## src/rtl/font_flash_reader.sv

```systemverilog
`default_nettype none
// ============================================================================
//  Module      : font_flash_reader
//  Description : Reads glyph words from an external SPI NOR font flash.
//                Issues one READ (0x03) frame per request and streams the
//                words back through a one-word output buffer with backpressure.
//  Revision    : 1.0 - initial release
// ============================================================================
module font_flash_reader #(
    parameter int CLK_DIV   = 2,
    parameter int MAX_BURST = 16,
    parameter int CS_HIGH   = 4
) (
    input  logic        clk,
    input  logic        rst,
    input  logic        req_valid_i,
    output logic        req_ready_o,
    input  logic [21:0] req_addr_i,
    input  logic [4:0]  req_len_i,
    output logic        rsp_valid_o,
    input  logic        rsp_ready_i,
    output logic [15:0] rsp_data_o,
    output logic        rsp_last_o,
    output logic        busy_o,
    output logic        flash_cs_n_o,
    output logic        flash_sck_o,
    output logic        flash_mosi_o,
    input  logic        flash_miso_i
);

    localparam int DIV_W = $clog2(2 * CLK_DIV);
    localparam int CS_W  = $clog2(CS_HIGH + 1);

    // Positions inside one SPI bit period: low for CLK_DIV cycles, then high.
    localparam logic [DIV_W-1:0] c_low_last = DIV_W'(CLK_DIV - 1);
    localparam logic [DIV_W-1:0] c_sck_rise = DIV_W'(CLK_DIV);
    localparam logic [DIV_W-1:0] c_div_last = DIV_W'(2 * CLK_DIV - 1);
    localparam logic [CS_W-1:0]  c_cs_last  = CS_W'(CS_HIGH - 1);
    localparam logic [4:0]       c_max_len  = 5'(MAX_BURST);
    localparam logic [7:0]       c_read_cmd = 8'h03;

    typedef enum logic [2:0] {
        S_IDLE  = 3'd0,
        S_CMD   = 3'd1,
        S_ADDR  = 3'd2,
        S_DATA  = 3'd3,
        S_HOLD  = 3'd4,
        S_DESEL = 3'd5
    } state_t;

    state_t            state_q, state_d;
    logic [DIV_W-1:0]  div_q, div_d;
    logic [4:0]        bit_q, bit_d;
    logic [4:0]        words_q, words_d;
    logic [31:0]       shift_q, shift_d;
    logic [15:0]       rx_q, rx_d;
    logic [CS_W-1:0]   cs_cnt_q, cs_cnt_d;
    logic              rsp_valid_q, rsp_valid_d;
    logic [15:0]       rsp_data_q, rsp_data_d;
    logic              rsp_last_q, rsp_last_d;

    logic              w_bit_end;
    logic [15:0]       w_rx_next;
    logic [4:0]        w_len;
    logic [DIV_W-1:0]  w_div_next;

    // Length clamp: zero means one word, oversize saturates to the burst limit.
    always_comb begin
        w_len = req_len_i;
        if (req_len_i == 5'd0) begin
            w_len = 5'd1;
        end else if (req_len_i > c_max_len) begin
            w_len = c_max_len;
        end
    end

    // Next-state logic for the frame sequencer, shifters and output buffer.
    always_comb begin
        state_d     = state_q;
        div_d       = div_q;
        bit_d       = bit_q;
        words_d     = words_q;
        shift_d     = shift_q;
        rx_d        = rx_q;
        cs_cnt_d    = cs_cnt_q;
        rsp_valid_d = rsp_valid_q;
        rsp_data_d  = rsp_data_q;
        rsp_last_d  = rsp_last_q;

        w_bit_end  = (div_q == c_div_last);
        w_div_next = w_bit_end ? '0 : div_q + 1'b1;
        // MISO is captured in the first high cycle of SCK.
        w_rx_next  = (div_q == c_sck_rise) ? {rx_q[14:0], flash_miso_i} : rx_q;

        if (rsp_valid_q && rsp_ready_i) begin
            rsp_valid_d = 1'b0;
        end

        case (state_q)
            S_IDLE: begin
                if (req_valid_i) begin
                    state_d = S_CMD;
                    div_d   = '0;
                    bit_d   = 5'd0;
                    words_d = w_len;
                    shift_d = {c_read_cmd, 1'b0, req_addr_i, 1'b0};
                end
            end
            S_CMD: begin
                div_d = w_div_next;
                if (w_bit_end) begin
                    shift_d = {shift_q[30:0], 1'b0};
                    if (bit_q == 5'd7) begin
                        bit_d   = 5'd0;
                        state_d = S_ADDR;
                    end else begin
                        bit_d = bit_q + 5'd1;
                    end
                end
            end
            S_ADDR: begin
                div_d = w_div_next;
                if (w_bit_end) begin
                    shift_d = {shift_q[30:0], 1'b0};
                    if (bit_q == 5'd23) begin
                        bit_d   = 5'd0;
                        state_d = S_DATA;
                    end else begin
                        bit_d = bit_q + 5'd1;
                    end
                end
            end
            S_DATA: begin
                rx_d = w_rx_next;
                // A new word may not raise SCK while the buffer still holds
                // an unaccepted word; park with SCK low instead.
                if (bit_q == 5'd0 && div_q == c_low_last && rsp_valid_q && !rsp_ready_i) begin
                    state_d = S_HOLD;
                end else begin
                    div_d = w_div_next;
                    if (w_bit_end) begin
                        if (bit_q == 5'd15) begin
                            bit_d       = 5'd0;
                            rsp_valid_d = 1'b1;
                            rsp_data_d  = w_rx_next;
                            rsp_last_d  = (words_q == 5'd1);
                            words_d     = words_q - 5'd1;
                            if (words_q == 5'd1) begin
                                state_d  = S_DESEL;
                                cs_cnt_d = '0;
                            end
                        end else begin
                            bit_d = bit_q + 5'd1;
                        end
                    end
                end
            end
            S_HOLD: begin
                if (!rsp_valid_q || rsp_ready_i) begin
                    state_d = S_DATA;
                    div_d   = c_sck_rise;
                end
            end
            S_DESEL: begin
                // Idle is only re-entered once the final word has been taken.
                if (cs_cnt_q == c_cs_last) begin
                    if (!rsp_valid_q || rsp_ready_i) begin
                        state_d = S_IDLE;
                    end
                end else begin
                    cs_cnt_d = cs_cnt_q + 1'b1;
                end
            end
            default: begin
                state_d = S_IDLE;
            end
        endcase
    end

    // State and datapath registers with synchronous reset.
    always_ff @(posedge clk) begin
        if (rst) begin
            state_q     <= S_IDLE;
            div_q       <= '0;
            bit_q       <= 5'd0;
            words_q     <= 5'd0;
            shift_q     <= 32'd0;
            rx_q        <= 16'd0;
            cs_cnt_q    <= '0;
            rsp_valid_q <= 1'b0;
            rsp_data_q  <= 16'd0;
            rsp_last_q  <= 1'b0;
        end else begin
            state_q     <= state_d;
            div_q       <= div_d;
            bit_q       <= bit_d;
            words_q     <= words_d;
            shift_q     <= shift_d;
            rx_q        <= rx_d;
            cs_cnt_q    <= cs_cnt_d;
            rsp_valid_q <= rsp_valid_d;
            rsp_data_q  <= rsp_data_d;
            rsp_last_q  <= rsp_last_d;
        end
    end

    // Output decode from registered state.
    always_comb begin
        req_ready_o  = (state_q == S_IDLE) && !rst;
        busy_o       = (state_q != S_IDLE);
        flash_cs_n_o = !((state_q == S_CMD) || (state_q == S_ADDR) ||
                         (state_q == S_DATA) || (state_q == S_HOLD));
        flash_sck_o  = ((state_q == S_CMD) || (state_q == S_ADDR) || (state_q == S_DATA)) &&
                       (div_q >= c_sck_rise);
        flash_mosi_o = ((state_q == S_CMD) || (state_q == S_ADDR)) && shift_q[31];
        rsp_valid_o  = rsp_valid_q;
        rsp_data_o   = rsp_data_q;
        rsp_last_o   = rsp_last_q;
    end

endmodule
`default_nettype wire

```

## config.mk

```make
export PLATFORM = sky130hd
export DESIGN_NAME = font_flash_reader
export DESIGN_NICKNAME = d
export VERILOG_FILES = /design/src/rtl/font_flash_reader.sv
export SDC_FILE = /design/constraint.sdc
export NUM_CORES = 1
export LEC_CHECK = 0
export CORE_ASPECT_RATIO = 0.5
export CORE_MARGIN = 2
export CORE_UTILIZATION = 55
export CTS_BUF_LIST = sky130_fd_sc_hd__clkbuf_8
export CTS_CLUSTER_DIAMETER = 200
export CTS_CLUSTER_SIZE = 14
export DETAILED_ROUTE_END_ITERATION = 12
export PLACE_DENSITY = 0.91
export SYNTH_ARGS = -nofsm -noshare
export SYNTH_HDL_FRONTEND = slang
export SYNTH_SLANG_ARGS = --single-unit
```

## constraint.sdc

```tcl
create_clock -name clk -period 4.03 [get_ports clk]
set_input_delay 0.6045 -clock clk [delete_from_list [all_inputs] [get_ports clk]]
set_output_delay 0.6045 -clock clk [all_outputs]
set_load 0.02 [all_outputs]
```

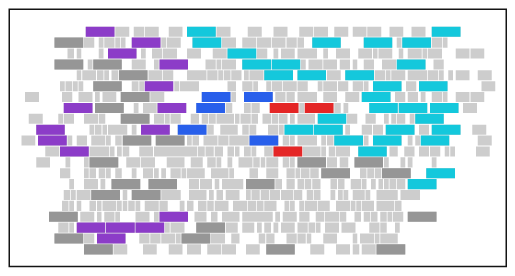
**Above:** run 1 (where the registers sit).
Drawn at 4 px/µm.
- rsp_data_o: purple (flops 16)
- cs_cnt_q: red (flops 3)
- bit_q: blue (flops 5)
- shift_q: cyan (flops 31)
- not colored: 28

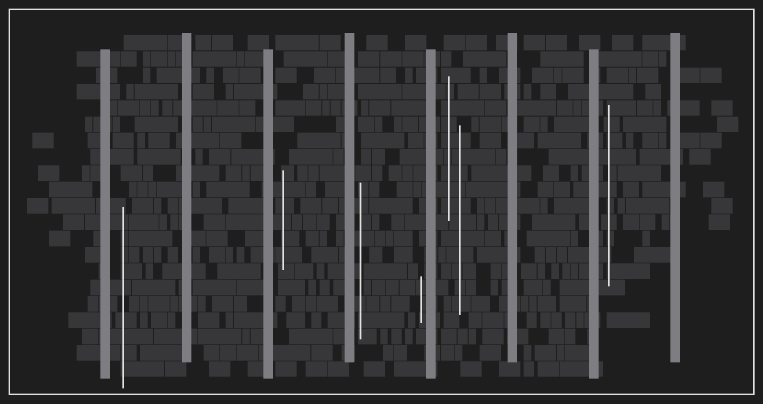
**Above:** run 1 (the metal 4 layer).
Drawn at 6 px/µm. Supply wires on this layer in gray. Cells faint in the background.
- share of all routed wire: 2.0%
- nets with wire on the layer: 5

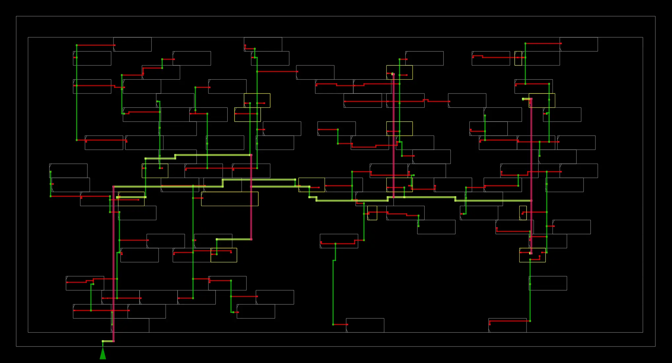
**Above:** run 1 (clock wiring as the flow saved it).
clock buffer count: 11
Clock Sinks: 83
clk_skew: 0.006393 ns
CTS Buf Count: 9

==> impl_metrics.yaml, run 1 <==
# physical design summary
outcome:
  status: "finished clean"
setup_path:
  setup.worst_path.start: "state_q[0]"
  cp.required_ns: 3.43
  critPathMaxFanout: 14
  crit_type: "reg -> out"
  endpoint_kind: "output port"
  cp.arrival_ns: 2.36
  start_kind: "register"
cells_and_area:
  final_util_pct: 68.87
  nonClkBufAreaFrac_pct: 12.23
  area_delta_synth_final_pct: 18.66
  final_layout_size_suffix_gt1_share_pct: 5.169
  regMostFlops: "shift_q"
  logic_area_um2: 2087
  fill_cells: 512
  ff_count: 83
  largest_reg_flops: 31
  fin_area_um2: 4687
power:
  power_switching_share_pct: 25.19
  power_mw: 1.704
  p_seq_share_pct: 51.7
  powerSeq_mw: 0.880
  p_leak_nw: 1.677
  switchingPower_mw: 0.4292
  pwr-share-clk_pct: 34.5
  irDropWorstVdd_mv: 0.1939
worst_hold_path:
  hold_depth: 2
  min_from: "cs_cnt_q[2]"
routing:
  dr_wl_met3_um: 420
  wl_met2_mm: 3.895
  drtAntennaViolNets: 0
  finalWirelength_mm: 8.403
  top_layer_used: "met4"
  drc_errors: 0
synth:
  ys_sh_aoi_pct: 19.07
  syn_area_per_cell_um2: 8.568
  ff_type: "dfxtp_1"
  numSynthFlops: 83
  async_reset_ff_share_pct: 0
  ys_sh_simple_pct: 19.70
  synthCells: 461
  synth_area_um2: 3950
  edf_count: 0
  topCombFamilyByArea: "simple AND/OR/NAND/NOR gates"
  ys_seq_share_pct: 42.07
grt:
  grt_use_met3_pct: 5.000
  grt_max_degree: 85
  grt_pass1_vias: 3039
  grt_use_met1_pct: 29.05
  antenna_found_initial: 0
  gr-total-overflow: 0
  grt_busiest_layer: "met2"
  grt_use_met2_pct: 34.68
  grt_util_all_layers_pct: 21.92
timing:
  max_freq_mhz: 336.8
  fin_crit_sh_pct: 73.67
  setup_viol_count_final: 0
  hold_slack_ns: 0.4568
  finalWorstSetupSlack_ns: 1.061
  hold_viol: 0
floorplanning:
  die_w_um: 123.9
  ios: 55
  fp-utilization_pct: 58.04
  nWellTaps: 92
  coreArea_um2: 6805
  core.rowCount: 21
cts:
  clk_pin_slew_ns: 0.08
[run 1: cells in the mapped netlist, types with 4 or more instances]
master    count  area [µm²]
nor3_1       10       50.05
nor2_1       65       244.0
o21ai_1       4       20.02
o22ai_1       4       25.02
nand2b_1      6       37.54
clkbuf_1     18       67.56
or3_1         4       25.02
dfxtp_1      83        1662
inv_1        15       56.30
nand2_1      47       176.4
nand3_1      10       50.05
mux2i_1      40       400.4
a211oi_1     38       285.3
a21oi_1      33       165.2
o21ai_0       5       25.02
buf_2        11       55.05
ha_1         11       137.6
a22oi_1       7       52.55
[run 1: tightest hold or removal path, stage by stage, from the launching register on]
cell	delay (ns)
dfxtp_1	0.32
nand2_1	0.05
a21oi_1	0.05
==> run 1 -> run 2 <==
--- a/config.mk
+++ b/config.mk
@@ -7,12 +7,12 @@
 export LEC_CHECK = 0
 export CORE_ASPECT_RATIO = 0.5
 export CORE_MARGIN = 2
-export CORE_UTILIZATION = 55
+export CORE_UTILIZATION = 51
 export CTS_BUF_LIST = sky130_fd_sc_hd__clkbuf_8
 export CTS_CLUSTER_DIAMETER = 200
 export CTS_CLUSTER_SIZE = 14
 export DETAILED_ROUTE_END_ITERATION = 12
-export PLACE_DENSITY = 0.91
+export PLACE_DENSITY = 0.89
 export SYNTH_ARGS = -nofsm -noshare
 export SYNTH_HDL_FRONTEND = slang
 export SYNTH_SLANG_ARGS = --single-unit
==> constraint.sdc (replaced) <==
create_clock -name clk -period 2.4 [get_ports clk]
set_input_delay 0.36 -clock clk [delete_from_list [all_inputs] [get_ports clk]]
set_output_delay 0.36 -clock clk [all_outputs]
set_load 0.02 [all_outputs]
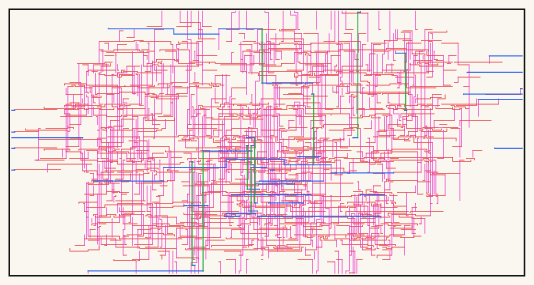
**Above:** run 2 (wiring by layer).
Drawn at 4 px/µm.
- metal 3: blue (wire length 381 µm)
- metal 2: magenta (wire length 3900 µm)
- metal 4: green (wire length 176 µm)
- metal 1: red (wire length 3900 µm)

==> run 2 against run 1 <==
Against the previous run: sequential power grew 68%; flip-flop count is the same; critical endpoint is now req_ready_o; largest cell class unchanged; clock-buffer cell count shrank 2; setup slack lost 0.94 ns; first-iteration DRC count shrank 12%; critical path type unchanged; largest power group unchanged; global-route usage shrank 0.92 points; final cell count grew 1.5%; worst hold slack gained 0.00088 ns.
==> impl_metrics.yaml, run 2 <==
# physical design summary
outcome:
  status: "finished clean"
cells_and_area:
  nonClkBufAreaFrac_pct: 13.93
  logic_area_um2: 2087
  num-clock-buffers: 9
  final_util_pct: 63.79
  fill_cells: 582
  regMostFlops: "shift_q"
  final_layout_size_suffix_gt1_share_pct: 6.693
  area_delta_synth_final_pct: 19.58
  ff_count: 83
  fin_area_um2: 4723
power:
  p_leak_nw: 1.697
  powerSeq_mw: 1.48
  power_switching_share_pct: 26.26
  power_mw: 2.682
  p_seq_share_pct: 55.1
  pwr-share-clk_pct: 29.5
  irDropWorstVdd_mv: 0.2857
  switchingPower_mw: 0.7042
  p_clk_mw: 0.792
  power.share.combinational_pct: 15.4
grt:
  antenna_found_initial: 0
  grt_pass1_vias: 3216
  grt_use_met1_pct: 23.89
  grt_util_all_layers_pct: 21.00
  gr-total-overflow: 0
  grt_busiest_layer: "met2"
  grt_use_met3_pct: 8.414
  grt_max_degree: 85
synth:
  area_leaders: "dfxtp_1 (42%), mux2i_1 (10%), a211oi_1 (7.2%)"
  ff_type: "dfxtp_1"
  edf_count: 0
  numSynthFlops: 83
  common_cells: "dfxtp_1 (83), nor2_1 (65), nand2_1 (47)"
  synth_area_um2: 3950
  async_reset_ff_share_pct: 0
  ys_seq_share_pct: 42.07
  synthCells: 461
  top_cell_area_share_pct: 42.07
  syn_area_per_cell_um2: 8.568
  top_area_cell: "dfxtp_1"
  most_common_cell: "dfxtp_1"
cts:
  clk_pin_slew_ns: 0.07
  cts.sinks: 83
  numCtsBuffers: 9
timing:
  hold_slack_ns: 0.4577
  max_freq_mhz: 438.3
  fin_crit_sh_pct: 95.06
  setup_viol_count_final: 0
  hold_viol: 0
  setup_tns_ns: 0
  finalClockSkew_ns: 0.005112
  finalWorstSetupSlack_ns: 0.1186
setup_path:
  cpMaxStageDelayCell: "clkdlybuf4s50_1"
  cp.arrival_ns: 1.92
  start_kind: "register"
  critPathMaxFanout: 18
  endpoint_kind: "output port"
  crit_type: "reg -> out"
  cp.required_ns: 2.04
routing:
  drtAntennaViolNets: 0
  top_layer_used: "met4"
  dr_wl_met3_um: 380
  finalWirelength_mm: 8.359
  wl_met2_mm: 3.899
floorplanning:
  die_w_um: 128.5
  coreArea_um2: 7405
  core.rowCount: 22
  nWellTaps: 96
  fp-utilization_pct: 53.35
placement:
  io_buffer_count: 54
  dp_slack_ns: 0.06910
## run 2: cell counts after synthesis
No cell type changed its count.
## run 2: final timing paths
path,startpoint,endpoint,slack [ns],cells after the start
max,state_q[2],req_ready_o,0.12,3
min,rx_q[15],rx_q[15],0.46,2
max reg2reg,bit_q[1],cs_cnt_q[2],0.28,8
min reg2reg,rx_q[15],rx_q[15],0.46,2
## run 2: kinds of logic after synthesis
| group | Yosys count | share of synthesized area [%] |
|---|---|---|
| compound gates | 111 | 19.07 |
| xor+xnor | 2 | 0.4435 |
| fa+ha+maj | 11 | 3.484 |
| buf+inv | 47 | 5.099 |
| flops | 83 | 42.07 |
| mux | 40 | 10.14 |
| simple gates | 167 | 19.70 |
==> run 2 -> run 3 <==
--- a/config.mk
+++ b/config.mk
@@ -10,9 +10,11 @@
 export CORE_UTILIZATION = 51
 export CTS_BUF_LIST = sky130_fd_sc_hd__clkbuf_8
 export CTS_CLUSTER_DIAMETER = 200
-export CTS_CLUSTER_SIZE = 14
+export CTS_CLUSTER_SIZE = 16
 export DETAILED_ROUTE_END_ITERATION = 12
+export HOLD_SLACK_MARGIN = 0.15
 export PLACE_DENSITY = 0.89
+export SETUP_SLACK_MARGIN = 0.1
 export SYNTH_ARGS = -nofsm -noshare
 export SYNTH_HDL_FRONTEND = slang
 export SYNTH_SLANG_ARGS = --single-unit
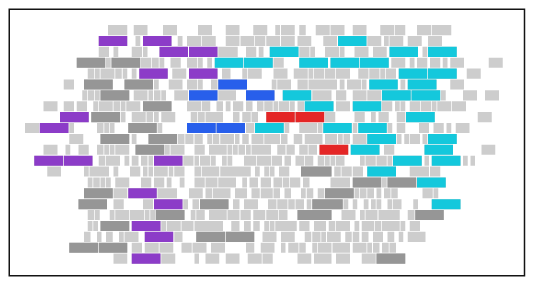
**Above:** run 3 (where the registers sit).
Drawn at 4 px/µm.
Util after Layout: 63.96%
Flop area: 1668 µm²
Seq area share: 35.22%
Seq group: 1.48 mW

==> run 3 against run 2 <==
Against the previous run: clock-buffer cell count stayed put; combinational power hardly changed; wire length is 0.57% higher; global-route usage stayed put; design area is 0.26% higher; total power hardly changed; setup slack better by 0.069 ns; non-clock buffer count stayed put; sequential share of layout area hardly changed; critical path type unchanged; critical endpoint is now flash_mosi_o.
==> impl_metrics.yaml, run 3 <==
# physical design summary
grt:
  grt_pass1_vias: 3216
  grt_util_all_layers_pct: 21.00
  grt_max_degree: 85
  antenna_found_initial: 0
timing:
  hold_slack_ns: 0.4577
  fin_crit_ns: 2.212
  fin_crit_sh_pct: 92.18
  finalWorstSetupSlack_ns: 0.1876
  hold_viol: 0
  max_freq_mhz: 452.0
  setup_viol_count_final: 0
  finalClockSkew_ns: 0.005104
  setup_tns_ns: 0
synth:
  synth_area_um2: 3950
  most_common_cell: "dfxtp_1"
  common_cells: "dfxtp_1 (83), nor2_1 (65), nand2_1 (47)"
  async_reset_ff_share_pct: 0
  ys_sh_aoi_pct: 19.07
  top_cell_area_share_pct: 42.07
  adder_share_pct: 3.484
  numSynthFlops: 83
  edf_count: 0
  topCombFamilyByArea: "simple AND/OR/NAND/NOR gates"
  synthCells: 461
  mux_share_pct: 10.14
  ff_type: "dfxtp_1"
  syn_area_per_cell_um2: 8.568
  top_area_cell: "dfxtp_1"
  area_leaders: "dfxtp_1 (42%), mux2i_1 (10%), a211oi_1 (7.2%)"
  synth-xor-area-share_pct: 0.4435
  ys_seq_share_pct: 42.07
  ys_sh_simple_pct: 19.70
setup_path:
  rr_worst_depth: 8
  cpMaxStageDelayCell: "clkdlybuf4s50_1"
  crit_end: "flash_mosi_o"
  crit_buf_inv: 1
  ff2ff_setup_slack_ns: 0.27
  start_kind: "register"
  reg2reg_from: "bit_q[1]"
  critPathMaxFanout: 9
  r2r_end: "cs_cnt_q[1]"
  cp.required_ns: 2.04
  setup.worst_path.start: "state_q[0]"
  cp.arrival_ns: 1.85
  endpoint_kind: "output port"
  crit_type: "reg -> out"
  worstSetupPathDepth: 4
routing:
  met1_length_mm: 3.901
  wl_met2_mm: 3.980
  finalWirelength_mm: 8.407
  vias: 3386
  top_layer_used: "met4"
  dr_wl_met3_um: 388
  drtAntennaViolNets: 0
cells_and_area:
  num-clock-buffers: 9
  nonClkBufAreaFrac_pct: 14.00
  regMostFlops: "shift_q"
  fin_area_um2: 4736
  n_all_buffers: 67
  area_delta_synth_final_pct: 19.89
  inverters: 15
  final_layout_size_suffix_gt1_share_pct: 6.693
  logic_area_um2: 2092
  lay_top_count: "dfxtp_1"
  ff_count: 83
floorplanning:
  die_y_um: 66.23
  nWellTaps: 96
  fp-utilization_pct: 53.35
  die_w_um: 128.5
  coreArea_um2: 7405
  core.rowCount: 22
power:
  power.share.combinational_pct: 15.4
  power_mw: 2.682
  p_clk_mw: 0.792
  pwr-share-clk_pct: 29.5
  p_leak_nw: 1.714
  switchingPower_mw: 0.7062
  irDropWorstVdd_mv: 0.2856
  power_switching_share_pct: 26.33
worst_hold_path:
  hold_depth: 2
  holdPathEnd: "rx_q[15]"
  min_from: "rx_q[15]"
cts:
  cts.sinks: 83
  clk_pin_slew_ns: 0.07
  numCtsBuffers: 9
placement:
  io_buffer_count: 54
  dp_slack_ns: 0.06910
outcome:
  status: "finished clean"
==> run 3: cell types whose count changed in the layout (fill, tap and decap cells not counted), sizes merged <==
| cell | change |
|---|---|
| clkdlybuf4s50 | -2 |
| dlymetal6s2s | +2 |
==> run 3: kinds of logic (layout without fill, tap and decap cells) <==
logic type | count (synthesis) | count (layout)
AOI/OAI and AO/OA | 111 | 111
xor gates and xnor gates | 2 | 2
adders and majority gates | 11 | 11
buffers and inverters | 47 | 94
DFF | 83 | 83
muxes | 40 | 40
and+or+nand+nor | 167 | 167
==> run 3: layer usage <==
layer	track usage (%)	vias to the layer above
met5	0	-
met2	36.30	60
met3	8.414	15
met4	7.143	0
met1	23.89	1588
li1	-	1723

==> notes/layouts.md <==
Pictures saved along the way, in no particular order.

Local utilization.
image #1
Drawn at 4 px/µm. The die is cut into 13 by 7 equal tiles; white is low, dark blue is high, 0 to 100% covered.
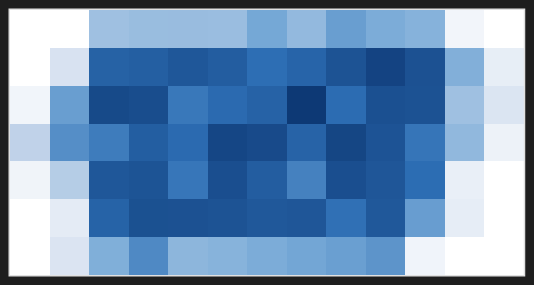
image #2
Drawn at 4 px/µm. The die is cut into 12 by 6 equal tiles; white is low, dark blue is high, 0 to 100% covered.
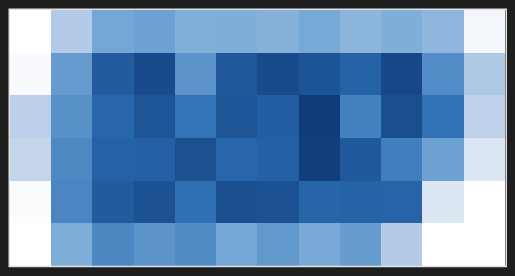
- run 1 = image #2
- run 2 = image #1

Key to image #1:
- tiles over 75% full: 41%
- densest ninth of the die: center
- fullest tile: 97%

Power and IR drop assume default switching activity.
